M3 wires:
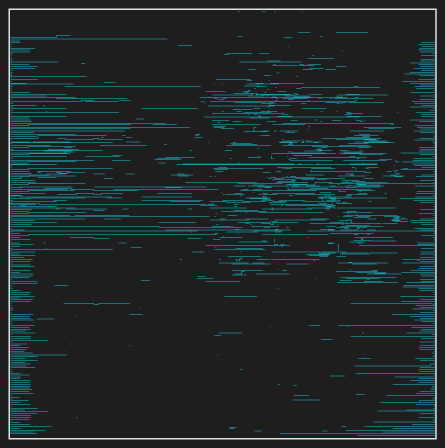
Where the registers sit:
Bar = 100 um. Other sequential cells in the stronger gray, the rest of the logic in the fainter gray.
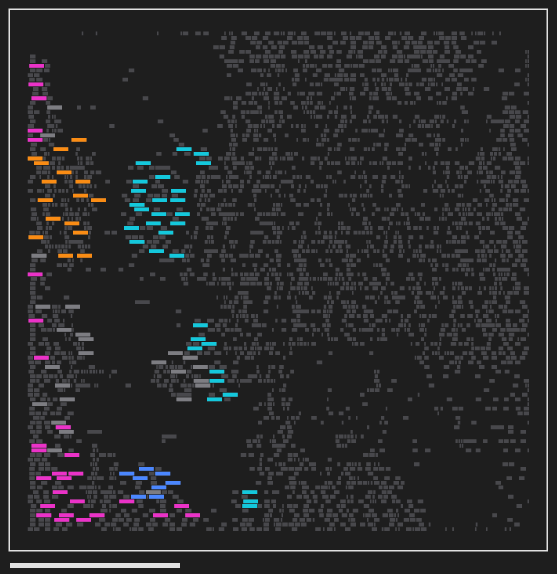
I/O nets highlighted:
Bar = 100 um.
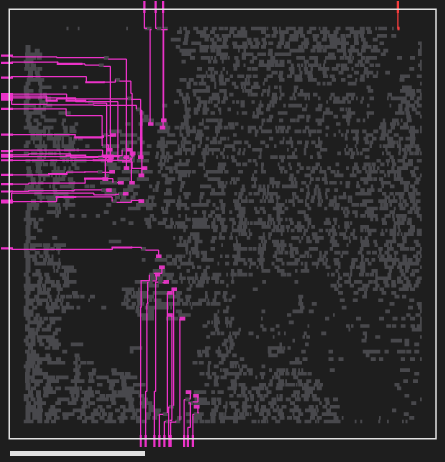
==> config.mk <==
export PLATFORM = sky130hd
export DESIGN_NAME = dv_axi_ram_initiator_flat
export DESIGN_NICKNAME = d
export VERILOG_FILES = /design/src/rtl/dv_axi_ram_initiator_pkg.sv /design/src/rtl/dv_axi_ram_initiator_if.sv /design/src/rtl/dv_axi_ram_initiator.sv /design/src/flat_wrapper.sv
export SDC_FILE = /design/constraint.sdc
export NUM_CORES = 1
export LEC_CHECK = 0
export CAP_MARGIN = 0
export CORE_AREA = 10 10 305 307
export DETAILED_ROUTE_END_ITERATION = 8
export DIE_AREA = 0 0 315 317
export PLACE_DENSITY = 0.56
export SLEW_MARGIN = 20
export SYNTH_ARGS = -nofsm -noshare
export SYNTH_HDL_FRONTEND = slang
export SYNTH_SLANG_ARGS = --single-unit
==> constraint.sdc <==
create_clock -name clk -period 7.5 [get_ports clk]
set_input_delay 1.5 -clock clk [delete_from_list [all_inputs] [get_ports clk]]
set_output_delay 1.5 -clock clk [all_outputs]
set_load 0.005 [all_outputs]
==> src/rtl/dv_axi_ram_initiator_pkg.sv <==
// Shared definitions for the DV AXI RAM initiator: FSM encodings, AXI constants,
// the seeded data pattern and the 4 KB boundary check.
package dv_axi_init_pkg;

  localparam logic [2:0] ST_IDLE = 3'd0;
  localparam logic [2:0] ST_CHK  = 3'd1;
  localparam logic [2:0] ST_AW   = 3'd2;
  localparam logic [2:0] ST_W    = 3'd3;
  localparam logic [2:0] ST_B    = 3'd4;
  localparam logic [2:0] ST_AR   = 3'd5;
  localparam logic [2:0] ST_R    = 3'd6;
  localparam logic [2:0] ST_DONE = 3'd7;

  localparam logic [1:0] BURST_INCR    = 2'b01;
  localparam logic [1:0] RESP_OKAY     = 2'b00;
  localparam logic [1:0] RESP_EXOKAY   = 2'b01;
  localparam logic [1:0] RESP_SLVERR   = 2'b10;
  localparam logic [1:0] RESP_DECERR   = 2'b11;
  localparam logic [3:0] CACHE_DEFAULT = 4'b0011;

  // Widest data bus the pattern helper supports; unused upper words stay zero.
  localparam int DATA_W_MAX = 1024;

  // Word k of beat b is seed + b*words + k (mod 2^32).
  function automatic logic [DATA_W_MAX-1:0] pattern_beat(
    input logic [31:0] seed,
    input logic [7:0]  beat,
    input int unsigned words
  );
    logic [DATA_W_MAX-1:0] d;
    logic [31:0]           base;
    d    = '0;
    base = seed + ({24'd0, beat} * words);
    for (int k = 0; k < DATA_W_MAX / 32; k++) begin
      if (k < int'(words)) d[k*32 +: 32] = base + 32'(k);
    end
    return d;
  endfunction

  // True when an aligned burst of len+1 beats of 2^size bytes runs past a 4 KB page.
  function automatic logic crosses_4k(
    input logic [11:0] addr_lo,
    input logic [7:0]  len,
    input logic [2:0]  size
  );
    logic [16:0] bytes;
    logic [16:0] off;
    logic [16:0] span;
    bytes = 17'd1 << size;
    off   = {5'd0, addr_lo} & ~(bytes - 17'd1);
    span  = off + ((17'(len) + 17'd1) * bytes);
    return span > 17'd4096;
  endfunction

endpackage

==> src/rtl/dv_axi_ram_initiator_if.sv <==
// AXI4 manager/subordinate bundle used between the initiator and the RAM under test.
// Handshakes: a beat transfers on a rising edge where valid and ready are both high;
// a source holds valid and its payload stable until that edge, ready may toggle freely.
interface dv_axi_ram_initiator_if #(
  parameter int ADDR_WIDTH = 33,
  parameter int DATA_WIDTH = 256,
  parameter int ID_WIDTH   = 8
);
  logic [ID_WIDTH-1:0]     awid;
  logic [ADDR_WIDTH-1:0]   awaddr;
  logic [7:0]              awlen;
  logic [2:0]              awsize;
  logic [1:0]              awburst;
  logic                    awlock;
  logic [3:0]              awcache;
  logic [2:0]              awprot;
  logic                    awvalid;
  logic                    awready;

  logic [DATA_WIDTH-1:0]   wdata;
  logic [DATA_WIDTH/8-1:0] wstrb;
  logic                    wlast;
  logic                    wvalid;
  logic                    wready;

  logic [ID_WIDTH-1:0]     bid;
  logic [1:0]              bresp;
  logic                    bvalid;
  logic                    bready;

  logic [ID_WIDTH-1:0]     arid;
  logic [ADDR_WIDTH-1:0]   araddr;
  logic [7:0]              arlen;
  logic [2:0]              arsize;
  logic [1:0]              arburst;
  logic                    arlock;
  logic [3:0]              arcache;
  logic [2:0]              arprot;
  logic                    arvalid;
  logic                    arready;

  logic [ID_WIDTH-1:0]     rid;
  logic [DATA_WIDTH-1:0]   rdata;
  logic [1:0]              rresp;
  logic                    rlast;
  logic                    rvalid;
  logic                    rready;

  modport master (
    output awid, awaddr, awlen, awsize, awburst, awlock, awcache, awprot, awvalid,
    input  awready,
    output wdata, wstrb, wlast, wvalid,
    input  wready,
    input  bid, bresp, bvalid,
    output bready,
    output arid, araddr, arlen, arsize, arburst, arlock, arcache, arprot, arvalid,
    input  arready,
    input  rid, rdata, rresp, rlast, rvalid,
    output rready
  );

  modport slave (
    input  awid, awaddr, awlen, awsize, awburst, awlock, awcache, awprot, awvalid,
    output awready,
    input  wdata, wstrb, wlast, wvalid,
    output wready,
    output bid, bresp, bvalid,
    input  bready,
    input  arid, araddr, arlen, arsize, arburst, arlock, arcache, arprot, arvalid,
    output arready,
    output rid, rdata, rresp, rlast, rvalid,
    input  rready
  );
endinterface

==> src/rtl/dv_axi_ram_initiator.sv <==
// Single-burst AXI4 write / read-and-check initiator for exercising a RAM subordinate.
// One command in flight; write data is a seeded pattern that the read path checks against.
module dv_axi_ram_initiator
  import dv_axi_init_pkg::*;
#(
  parameter int ADDR_WIDTH = 33,
  parameter int DATA_WIDTH = 256,
  parameter int ID_WIDTH   = 8
) (
  input  logic                  clk,
  input  logic                  rst,

  input  logic                  cmd_valid,
  output logic                  cmd_ready,
  input  logic                  cmd_write,
  input  logic [ADDR_WIDTH-1:0] cmd_addr,
  input  logic [7:0]            cmd_len,
  input  logic [ID_WIDTH-1:0]   cmd_id,
  input  logic [31:0]           cmd_seed,

  output logic                  done_valid,
  output logic [1:0]            done_resp,
  output logic                  done_illegal,
  output logic [15:0]           done_mism_cnt,
  output logic                  proto_err,
  output logic [2:0]            dbg_state,

  dv_axi_ram_initiator_if.master m_axi
);

  localparam int         BYTES    = DATA_WIDTH / 8;
  localparam int         SIZE     = $clog2(BYTES);
  localparam logic [2:0] AXI_SIZE = 3'(SIZE);
  localparam int         WORDS    = DATA_WIDTH / 32;

  logic [2:0]            state;
  logic                  out_of_reset;
  logic                  q_write;
  logic [ADDR_WIDTH-1:0] q_addr;
  logic [7:0]            q_len;
  logic [ID_WIDTH-1:0]   q_id;
  logic [31:0]           q_seed;
  logic [7:0]            beat;
  logic                  illegal;
  logic [15:0]           mism_cnt;
  logic [1:0]            resp_max;
  logic                  proto_err_q;

  logic [ADDR_WIDTH-1:0] aligned_addr;
  logic                  last_beat;
  logic [DATA_W_MAX-1:0] pat_full;
  logic [DATA_W_MAX-1:0] rdata_ext;
  logic                  beat_mismatch;

  assign aligned_addr  = q_addr & ~ADDR_WIDTH'(BYTES - 1);
  assign last_beat     = (beat == q_len);
  // Pattern depends only on the latched seed and beat index, never on ready.
  assign pat_full      = pattern_beat(q_seed, beat, 32'(WORDS));
  assign rdata_ext     = DATA_W_MAX'(m_axi.rdata);
  assign beat_mismatch = (rdata_ext != pat_full);

  always_ff @(posedge clk or posedge rst) begin
    if (rst) begin
      state        <= ST_IDLE;
      out_of_reset <= 1'b0;
      q_write      <= 1'b0;
      q_addr       <= '0;
      q_len        <= '0;
      q_id         <= '0;
      q_seed       <= '0;
      beat         <= '0;
      illegal      <= 1'b0;
      mism_cnt     <= '0;
      resp_max     <= RESP_OKAY;
      proto_err_q  <= 1'b0;
    end else begin
      out_of_reset <= 1'b1;
      case (state)
        ST_IDLE: begin
          if (cmd_valid && cmd_ready) begin
            q_write  <= cmd_write;
            q_addr   <= cmd_addr;
            q_len    <= cmd_len;
            q_id     <= cmd_id;
            q_seed   <= cmd_seed;
            beat     <= '0;
            illegal  <= 1'b0;
            mism_cnt <= '0;
            resp_max <= RESP_OKAY;
            state    <= ST_CHK;
          end
        end
        ST_CHK: begin
          if (crosses_4k(q_addr[11:0], q_len, AXI_SIZE)) begin
            illegal <= 1'b1;
            state   <= ST_DONE;
          end else begin
            state <= q_write ? ST_AW : ST_AR;
          end
        end
        ST_AW: begin
          if (m_axi.awready) begin
            beat  <= '0;
            state <= ST_W;
          end
        end
        ST_W: begin
          if (m_axi.wready) begin
            if (last_beat) state <= ST_B;
            else           beat  <= beat + 8'd1;
          end
        end
        ST_B: begin
          if (m_axi.bvalid) begin
            resp_max <= m_axi.bresp;
            if (m_axi.bid != q_id) proto_err_q <= 1'b1;
            state <= ST_DONE;
          end
        end
        ST_AR: begin
          if (m_axi.arready) begin
            beat  <= '0;
            state <= ST_R;
          end
        end
        ST_R: begin
          if (m_axi.rvalid) begin
            if (beat_mismatch && (mism_cnt != 16'hFFFF)) mism_cnt <= mism_cnt + 16'd1;
            if (m_axi.rresp > resp_max) resp_max <= m_axi.rresp;
            if (m_axi.rid != q_id) proto_err_q <= 1'b1;
            if (m_axi.rlast != last_beat) proto_err_q <= 1'b1;
            // A missing rlast still ends the burst at the expected final beat.
            if (m_axi.rlast || last_beat) state <= ST_DONE;
            else                          beat  <= beat + 8'd1;
          end
        end
        ST_DONE: state <= ST_IDLE;
        default: state <= ST_IDLE;
      endcase
    end
  end

  assign cmd_ready     = out_of_reset && (state == ST_IDLE);
  assign done_valid    = (state == ST_DONE);
  assign done_resp     = resp_max;
  assign done_illegal  = illegal;
  assign done_mism_cnt = mism_cnt;
  assign proto_err     = proto_err_q;
  assign dbg_state     = state;

  assign m_axi.awid    = q_id;
  assign m_axi.awaddr  = aligned_addr;
  assign m_axi.awlen   = q_len;
  assign m_axi.awsize  = AXI_SIZE;
  assign m_axi.awburst = BURST_INCR;
  assign m_axi.awlock  = 1'b0;
  assign m_axi.awcache = CACHE_DEFAULT;
  assign m_axi.awprot  = 3'b000;
  assign m_axi.awvalid = (state == ST_AW);

  assign m_axi.wdata   = pat_full[DATA_WIDTH-1:0];
  assign m_axi.wstrb   = '1;
  assign m_axi.wlast   = last_beat;
  assign m_axi.wvalid  = (state == ST_W);

  assign m_axi.bready  = (state == ST_B);

  assign m_axi.arid    = q_id;
  assign m_axi.araddr  = aligned_addr;
  assign m_axi.arlen   = q_len;
  assign m_axi.arsize  = AXI_SIZE;
  assign m_axi.arburst = BURST_INCR;
  assign m_axi.arlock  = 1'b0;
  assign m_axi.arcache = CACHE_DEFAULT;
  assign m_axi.arprot  = 3'b000;
  assign m_axi.arvalid = (state == ST_AR);

  assign m_axi.rready  = (state == ST_R);

endmodule

==> src/flat_wrapper.sv <==
// flat-port wrapper written by rule: the top's interface ports become plain ports
module dv_axi_ram_initiator_flat import dv_axi_init_pkg::*;
#(
  parameter int ADDR_WIDTH = 33,
  parameter int DATA_WIDTH = 256,
  parameter int ID_WIDTH   = 8
)
  (clk, rst, cmd_valid, cmd_ready, cmd_write, cmd_addr, cmd_len, cmd_id, cmd_seed, done_valid, done_resp, done_illegal, done_mism_cnt, proto_err, dbg_state, m_axi_awid, m_axi_awaddr, m_axi_awlen, m_axi_awsize, m_axi_awburst, m_axi_awlock, m_axi_awcache, m_axi_awprot, m_axi_awvalid, m_axi_awready, m_axi_wdata, m_axi_wstrb, m_axi_wlast, m_axi_wvalid, m_axi_wready, m_axi_bid, m_axi_bresp, m_axi_bvalid, m_axi_bready, m_axi_arid, m_axi_araddr, m_axi_arlen, m_axi_arsize, m_axi_arburst, m_axi_arlock, m_axi_arcache, m_axi_arprot, m_axi_arvalid, m_axi_arready, m_axi_rid, m_axi_rdata, m_axi_rresp, m_axi_rlast, m_axi_rvalid, m_axi_rready);
  dv_axi_ram_initiator_if #(.ADDR_WIDTH(ADDR_WIDTH), .DATA_WIDTH(DATA_WIDTH), .ID_WIDTH(ID_WIDTH)) m_axi_i ();
  input  logic clk;
  input  logic rst;
  input  logic cmd_valid;
  output logic cmd_ready;
  input  logic cmd_write;
  input  logic [ADDR_WIDTH-1:0] cmd_addr;
  input  logic [7:0] cmd_len;
  input  logic [ID_WIDTH-1:0] cmd_id;
  input  logic [31:0] cmd_seed;
  output logic done_valid;
  output logic [1:0] done_resp;
  output logic done_illegal;
  output logic [15:0] done_mism_cnt;
  output logic proto_err;
  output logic [2:0] dbg_state;
  output wire logic [$bits(m_axi_i.awid)-1:0] m_axi_awid;
  output wire logic [$bits(m_axi_i.awaddr)-1:0] m_axi_awaddr;
  output wire logic [$bits(m_axi_i.awlen)-1:0] m_axi_awlen;
  output wire logic [$bits(m_axi_i.awsize)-1:0] m_axi_awsize;
  output wire logic [$bits(m_axi_i.awburst)-1:0] m_axi_awburst;
  output wire logic [$bits(m_axi_i.awlock)-1:0] m_axi_awlock;
  output wire logic [$bits(m_axi_i.awcache)-1:0] m_axi_awcache;
  output wire logic [$bits(m_axi_i.awprot)-1:0] m_axi_awprot;
  output wire logic [$bits(m_axi_i.awvalid)-1:0] m_axi_awvalid;
  input wire logic [$bits(m_axi_i.awready)-1:0] m_axi_awready;
  output wire logic [$bits(m_axi_i.wdata)-1:0] m_axi_wdata;
  output wire logic [$bits(m_axi_i.wstrb)-1:0] m_axi_wstrb;
  output wire logic [$bits(m_axi_i.wlast)-1:0] m_axi_wlast;
  output wire logic [$bits(m_axi_i.wvalid)-1:0] m_axi_wvalid;
  input wire logic [$bits(m_axi_i.wready)-1:0] m_axi_wready;
  input wire logic [$bits(m_axi_i.bid)-1:0] m_axi_bid;
  input wire logic [$bits(m_axi_i.bresp)-1:0] m_axi_bresp;
  input wire logic [$bits(m_axi_i.bvalid)-1:0] m_axi_bvalid;
  output wire logic [$bits(m_axi_i.bready)-1:0] m_axi_bready;
  output wire logic [$bits(m_axi_i.arid)-1:0] m_axi_arid;
  output wire logic [$bits(m_axi_i.araddr)-1:0] m_axi_araddr;
  output wire logic [$bits(m_axi_i.arlen)-1:0] m_axi_arlen;
  output wire logic [$bits(m_axi_i.arsize)-1:0] m_axi_arsize;
  output wire logic [$bits(m_axi_i.arburst)-1:0] m_axi_arburst;
  output wire logic [$bits(m_axi_i.arlock)-1:0] m_axi_arlock;
  output wire logic [$bits(m_axi_i.arcache)-1:0] m_axi_arcache;
  output wire logic [$bits(m_axi_i.arprot)-1:0] m_axi_arprot;
  output wire logic [$bits(m_axi_i.arvalid)-1:0] m_axi_arvalid;
  input wire logic [$bits(m_axi_i.arready)-1:0] m_axi_arready;
  input wire logic [$bits(m_axi_i.rid)-1:0] m_axi_rid;
  input wire logic [$bits(m_axi_i.rdata)-1:0] m_axi_rdata;
  input wire logic [$bits(m_axi_i.rresp)-1:0] m_axi_rresp;
  input wire logic [$bits(m_axi_i.rlast)-1:0] m_axi_rlast;
  input wire logic [$bits(m_axi_i.rvalid)-1:0] m_axi_rvalid;
  output wire logic [$bits(m_axi_i.rready)-1:0] m_axi_rready;
  assign m_axi_awid = m_axi_i.awid;
  assign m_axi_awaddr = m_axi_i.awaddr;
  assign m_axi_awlen = m_axi_i.awlen;
  assign m_axi_awsize = m_axi_i.awsize;
  assign m_axi_awburst = m_axi_i.awburst;
  assign m_axi_awlock = m_axi_i.awlock;
  assign m_axi_awcache = m_axi_i.awcache;
  assign m_axi_awprot = m_axi_i.awprot;
  assign m_axi_awvalid = m_axi_i.awvalid;
  assign m_axi_i.awready = m_axi_awready;
  assign m_axi_wdata = m_axi_i.wdata;
  assign m_axi_wstrb = m_axi_i.wstrb;
  assign m_axi_wlast = m_axi_i.wlast;
  assign m_axi_wvalid = m_axi_i.wvalid;
  assign m_axi_i.wready = m_axi_wready;
  assign m_axi_i.bid = m_axi_bid;
  assign m_axi_i.bresp = m_axi_bresp;
  assign m_axi_i.bvalid = m_axi_bvalid;
  assign m_axi_bready = m_axi_i.bready;
  assign m_axi_arid = m_axi_i.arid;
  assign m_axi_araddr = m_axi_i.araddr;
  assign m_axi_arlen = m_axi_i.arlen;
  assign m_axi_arsize = m_axi_i.arsize;
  assign m_axi_arburst = m_axi_i.arburst;
  assign m_axi_arlock = m_axi_i.arlock;
  assign m_axi_arcache = m_axi_i.arcache;
  assign m_axi_arprot = m_axi_i.arprot;
  assign m_axi_arvalid = m_axi_i.arvalid;
  assign m_axi_i.arready = m_axi_arready;
  assign m_axi_i.rid = m_axi_rid;
  assign m_axi_i.rdata = m_axi_rdata;
  assign m_axi_i.rresp = m_axi_rresp;
  assign m_axi_i.rlast = m_axi_rlast;
  assign m_axi_i.rvalid = m_axi_rvalid;
  assign m_axi_rready = m_axi_i.rready;
  dv_axi_ram_initiator #(.ADDR_WIDTH(ADDR_WIDTH), .DATA_WIDTH(DATA_WIDTH), .ID_WIDTH(ID_WIDTH)) u_core (.clk(clk), .rst(rst), .cmd_valid(cmd_valid), .cmd_ready(cmd_ready), .cmd_write(cmd_write), .cmd_addr(cmd_addr), .cmd_len(cmd_len), .cmd_id(cmd_id), .cmd_seed(cmd_seed), .done_valid(done_valid), .done_resp(done_resp), .done_illegal(done_illegal), .done_mism_cnt(done_mism_cnt), .proto_err(proto_err), .dbg_state(dbg_state), .m_axi(m_axi_i));
endmodule
==> job_summary.md <==
## Synthesis and layout report

| Metric | Value |
|---|---|
| Floorplan core density | a little over a fifth |
| Unique cell types | roughly 110 |
| Share of total power in sequential cells | 12.2% |
| Final Power | between 0.01 and 0.015 W |
| FF+latch count, synth | 109 |
| Sw power | about 0.0052 W |
| CP most frequent cell | or4_1 |
| Vias in the first global route | ~23000 |
| Worst stage delay on the critical path | ~0.9 ns |
| Initial DRC count | 2628 |
| Non-clock buffers, area share | a little under a third |
| Clk buf depth | 2 |
| Row cnt | approximately 110 |
| First-pass GRT wire length | approximately 190 mm |
| Met3 Routed Length | roughly 16 mm |
| CP Cell Sequence | ha_1 > nand3_2 > or4_1 > a21oi_1 > a31oi_1 > o22a_1 > or4_1 > nor3_4 > nand2_1 > nor3_1 > xnor2_1 > clkdlybuf4s50_1 |
| Cell area after synthesis | between 15000 and 20000 um2 |
| Top pwr grp | combinational cells |
| Worst Hold Launch | u_core.proto_err |
| Final HPWL DP | 121 mm |
| Power Internal | 0.00483 W |
| Most frequent logic cell in the layout | clkdlybuf4s50_1 |
| Endpoints failing hold | 0 |
| Top cells excl fill/tap | clkdlybuf4s50_1 (736), xnor2_1 (325), nand2_1 (182), nor2_1 (179), buf_4 (174) |
| Hold slack | slightly above 0.5 ns |
| Post-synth ARST share | 100% |
| Antenna Nets Post-Route | 0 |
| Synth top area share | roughly 16% |
| Syn. warnings | 0 |
| Comb gate area | ~14000 um2 |
| Wire length on met2 | between 60 and 70 mm |
| R2R Setup Slk | ~0.61 ns |
| Clock buf/inv share | 1.00% |
| Final setup violation count | 0 |
| Post-DR wirelength/cell | 32.6 um |
| Placed cells | about 4300 |
| Dpl ws | 0.705 ns |
| Sequential standard cell area | ~2700 um2 |
| Met2 Use GR | between 40% and 50% |
| Clock Tree Root | clkbuf_16 |
| Sw Ratio | about half |
| Initial DRT Pass Iterations | 6 |
| Non-Filler Instances | 4351 |
| Post-route worst setup slack | 0.389 ns |
| GR Util met1 | between 30 and 40% |
| CP required | ~6 ns |
| Status | completed |
Back to the opening pictures, 'M3 wires':
The layer holds 11% of the routed length. The longest straight run is 146 um.
Global Route met3 Usage: 9.95%
drt total wl: 142 mm
Vias: 23500

Back to the opening pictures, 'where the registers sit':
Key: blue = `u_core.m_axi.arlen` [flops 8, where bottom left]; magenta = `u_core.q_addr` [flops 28]; orange = `u_core.done_mism_cnt` [flops 16]; cyan = `u_core.q_seed` [flops 32]
Another 25 sequential cells are not colored.
fraction of area in registers: 9.77%
Seq. pwr: 0.00122 W

Back to the opening pictures, 'I/O nets highlighted':
Key: magenta = `cmd_seed` [bits 32, direction input, edge 19 left, 10 bottom, 3 top, end cells 32, wire 3260 um]; red = `m_axi_arlock` [bits 1, direction output, edge top, end cells 1, wire 14.0 um]
# IOs: 810
PortBufs: 736

## critical path, delay by kind of cell, from the launching register on
kind | cells | cell delay (ns)
xor+xnor | 1 | 0.18
buf+inv | 1 | 0.55
simple gates | 6 | 2.57
flops | 1 | 0.45
compound gates | 3 | 0.91
fa+ha+maj | 1 | 0.56
## worst max-delay path by stage
stage,from,to,slack [ns],cells after the start
2_1_floorplan,u_core.q_seed[2],u_core.done_mism_cnt[4],2.05,21
3_3_place_gp,u_core.beat[0],m_axi_wdata[61],0.77,16
3_5_place_dp,u_core.beat[0],m_axi_wdata[61],0.70,16
4_1_cts,u_core.beat[0],m_axi_wdata[61],0.26,16
5_1_grt,u_core.beat[0],m_axi_wdata[61],0.18,16
6_report,u_core.beat[5],m_axi_wdata[252],0.39,12
## state kept, by name, indices dropped and copies added (netlist names)
signal / count
u_core.q_seed: 32
u_core.q_addr: 28
u_core.done_mism_cnt: 16
u_core.beat: 8
u_core.m_axi.arid: 8
u_core.m_axi.arlen: 8
u_core.dbg_state: 3
u_core.done_resp: 2
u_core.done_illegal: 1
u_core.out_of_reset: 1
u_core.proto_err: 1
u_core.q_write: 1
## cell families (layout without fill, tap and decap cells)
| logic type | count (synthesis) | after routing | share of synthesized area (%) |
|---|---|---|---|
| AND/OR/NAND/NOR | 943 | 943 | 26.7 |
| AND-OR/OR-AND | 499 | 499 | 19.4 |
| XOR/XNOR | 412 | 412 | 21.0 |
| buffers and inverters | 361 | 1033 | 10.3 |
| flip-flops | 109 | 109 | 14.6 |
| multiplexers | 94 | 94 | 5.66 |
| adder cells (fa/ha/maj) | 33 | 33 | 2.28 |
| other | 2 | 73 | 0.0403 |
No activity file was given, so power comes from the tool's default toggle rates.
